==> config.mk <==
export PLATFORM = sky130hd
export DESIGN_NAME = goodness_ema_tracker
export DESIGN_NICKNAME = d
export VERILOG_FILES = /design/src/rtl/goodness_ema_tracker.sv
export SDC_FILE = /design/constraint.sdc
export NUM_CORES = 2
export LEC_CHECK = 0
export CAP_MARGIN = 20
export CELL_PAD_IN_SITES_DETAIL_PLACEMENT = 1
export CELL_PAD_IN_SITES_GLOBAL_PLACEMENT = 1
export CORE_MARGIN = 2
export CORE_UTILIZATION = 43
export CTS_BUF_LIST = sky130_fd_sc_hd__clkbuf_4
export DETAILED_ROUTE_END_ITERATION = 12
export PLACE_DENSITY_LB_ADDON = 0.1
export SLEW_MARGIN = 0
export SYNTH_ARGS = -nofsm -noshare
export SYNTH_HDL_FRONTEND = slang
export SYNTH_SLANG_ARGS = --single-unit
==> constraint.sdc <==
create_clock -name clk -period 9.4 [get_ports clk]
set_clock_uncertainty 0.2 [all_clocks]
set_input_delay 2.82 -clock clk [delete_from_list [all_inputs] [get_ports clk]]
set_output_delay 2.82 -clock clk [all_outputs]
set_load 0.05 [all_outputs]
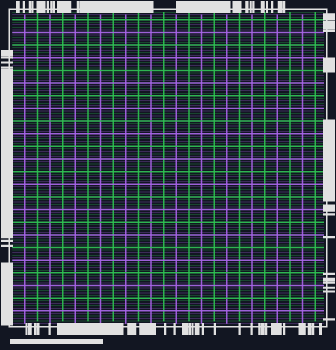
Fig. 1. Power grid.
The bar under the picture is 100 um long. Pins as bars on the die edge.
- VDD: green
- VSS: purple
- met4 straps: 24
- rows: 123
- signal pins: 642
- met1 rails: 124
core area: 112000 um^2
Worst VDD drop: 0.000118 V
Die X-Extent: 340 um
Die H: 340 um

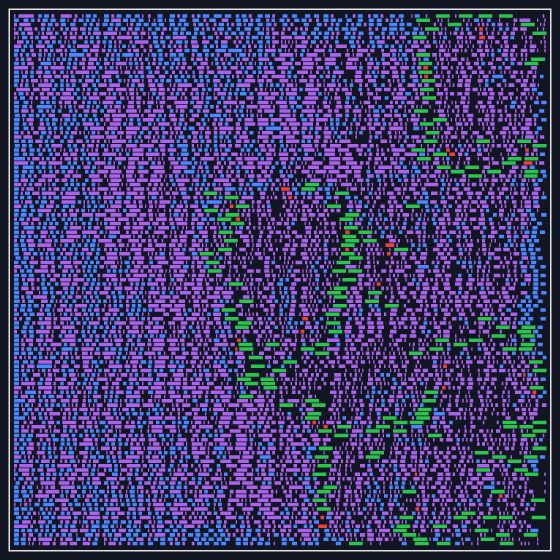
Fig. 2. Cell classes on the final placement.
- clock drivers and dummy loads: red (cells 32; share of their area 0.41%)
- sequential cells: green (cells 188; share of their area 6.8%)
- combinational and other logic: purple (cells 5713; share of their area 68%)
- remaining buffers and delay cells: blue (cells 2018; share of their area 25%)
Final Instance Area: 71400 um^2
number of cell rows: 123

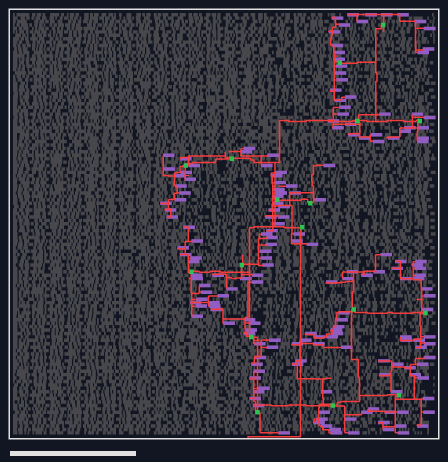
Fig. 3. Clock network drawn from the DEF.
The bar under the picture is 100 um long.
- clock wires: red (length 3320 um)
- flip-flops: purple (count 188)
- clock drivers: green (count 17)
- routed clock nets: 18
Clock Latency Late Sink: 0.91 ns
Clock group: 0.499 mW
clock share of power: 0.025

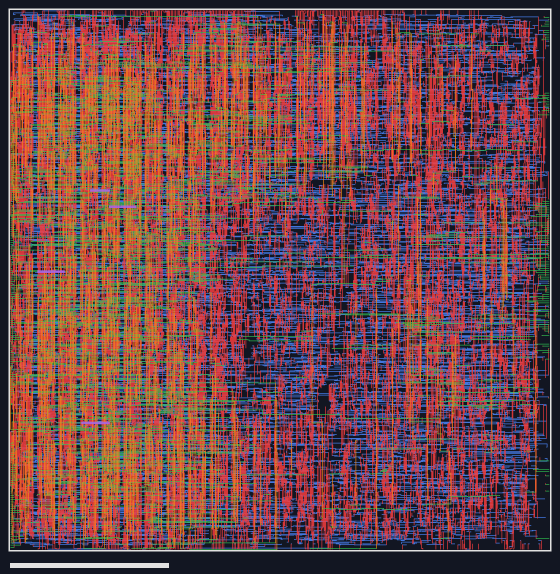
Fig. 4. Signal wires by layer.
The bar under the picture is 100 um long.
- metal 1: blue (wire length 98.9 mm)
- metal 3: green (wire length 22.9 mm)
- metal 5: purple (wire length 58.6 um)
- metal 2: red (wire length 120 mm)
- metal 4: orange (wire length 25.9 mm)
routed via count: 58100
WL/cell: 28.2 um

==> qor.txt <==
final worst setup slack: -7.11 ns
status: finished, violations left
internal power: 9.44 mW
CP max stage delay: 0.46 ns
num ports: 642
first-pass GRT wire length: 343000 um
# DRC: 0
met2 usage in global routing: 0.651
R2R Setup Slk: 1.10 ns
failing checks: setup timing
clock sink total: 188
Adder Share, Synth: 0.304
Slew Viols, Final: 0
chip area: 115000 um^2
Basic Gates by Area: 0.198
multiplexer share of the synthesized area: 0.0711
vias in the first global route: 58400
max reg flops: 96
most crowded layer after global routing: met2
xor/xnor share of the synthesized area: 0.0390
Yosys chip area: 48400 um^2
top cells by count: ha_1 (716), inv_1 (651), nor2_1 (569), a21oi_1 (498), o21ai_0 (376)
gpl congestion: 0.960
GRT met1 Usage: 0.453
Clock Path Buffers: 2
delay-heaviest family, CP: AND-OR/OR-AND gates
largest net degree at the start of global routing: 65
layout cell share with drive strength beyond 1: 0.304
switching fraction of total power: 0.527
met1 wire length: 98900 um
Finish-stage setup viols: 48
worst min path class: flop to flop
leakage: 35.6 nW
Logic family by area: adder cells
post-cts resize count: 607
Comb power frac: 0.904
Final HPWL DP: 172000 um
antenna-violating nets left: 0
Max Cap Viol: 0
tool warning count: 50
cell taking the most area after synthesis: ha_1
RSZ-0062 raised after global routing: yes
yosys warning tally: 0
Synth Cell Area: 48400 um^2
Crit path arrival time: 17.13 ns
post-CTS setup buffer count: 195
Max-area cell share: 0.185
Post-Syn Instances: 6204
CTS root buf: clkbuf_4
Fin. Hold Viols: 0
Detailed Routing Iterations Pass 1: 6
H-tree level count: 4
Post-synth regs: 188
PortBufs: 561
filler instances: 13100
Top area cell types: ha_1 (18%), fa_1 (12%), dfrtp_1 (9.7%)
ys async rst share: 1.00
pwr dens: 279 nW/um^2
# Cells Yosys: 6204
slowest CP cell: a221oi_4
worst-case reg-to-reg path depth: 37
-- cells in the final DEF, fill, tap and decap left out, drive strengths merged, types with 30 or more instances in the layout --
cell type	instances
buf	1471
a21oi	502
dfrtp	188
and2	30
clkdlybuf4s50	458
o21ai	386
nand4	64
a31oi	46
nor2b	287
nor3	94
inv	659
nor2	569
nand3	76
ha	716
nand2b	266
a21o	186
o21a	34
fa	286
conb	80
mux2i	178
a211oi	33
xor2	63
or3	34
xnor2	153
mux2	144
a21boi	48
and3	45
dlygate4sd2	60
nand2	343
o211ai	37
-- stage by stage --
step / utilization / hold WS, ns / power, mW / instances / cell area [um^2]
CTS: 0.607 / 0.312 / 17.7 / 9322 / 68100
global route: 0.636 / 0.351 / 21.2 / 9469 / 71400
detailed placement: 0.569 / 0.269 / 16.1 / 9080 / 63900
floorplan: - / 0.243 / 11.1 / 6283 / 50200
finish: 0.636 / 0.298 / 20.0 / 9475 / 71400
global placement: 0.569 / 0.257 / 15.5 / 9080 / 63900
-- power by group through the flow --
stage          combinational, mW  clock [mW]  sequential, mW
6_report                    18.0       0.499            1.43
5_1_grt                     19.2       0.545            1.44
4_1_cts                     15.8       0.518            1.41
3_5_place_dp                14.7           0            1.43
3_3_place_gp                14.1           0            1.42
2_1_floorplan               9.92           0            1.17
-- layout make-up --
type / instances / area, um^2 / share of cell area
diodes: 24 / 60.1 / 0.000841
clock buffers: 17 / 128 / 0.00179
clock inverters: 15 / 154 / 0.00216
inverters: 656 / 2460 / 0.0345
multi-input cells: 5057 / 44700 / 0.626
flip-flops and latches: 188 / 4700 / 0.0659
well taps: 1500 / 1880 / 0.0263
repair buffers: 2018 / 17300 / 0.242
No activity file was given, so power comes from the tool's default toggle rates.
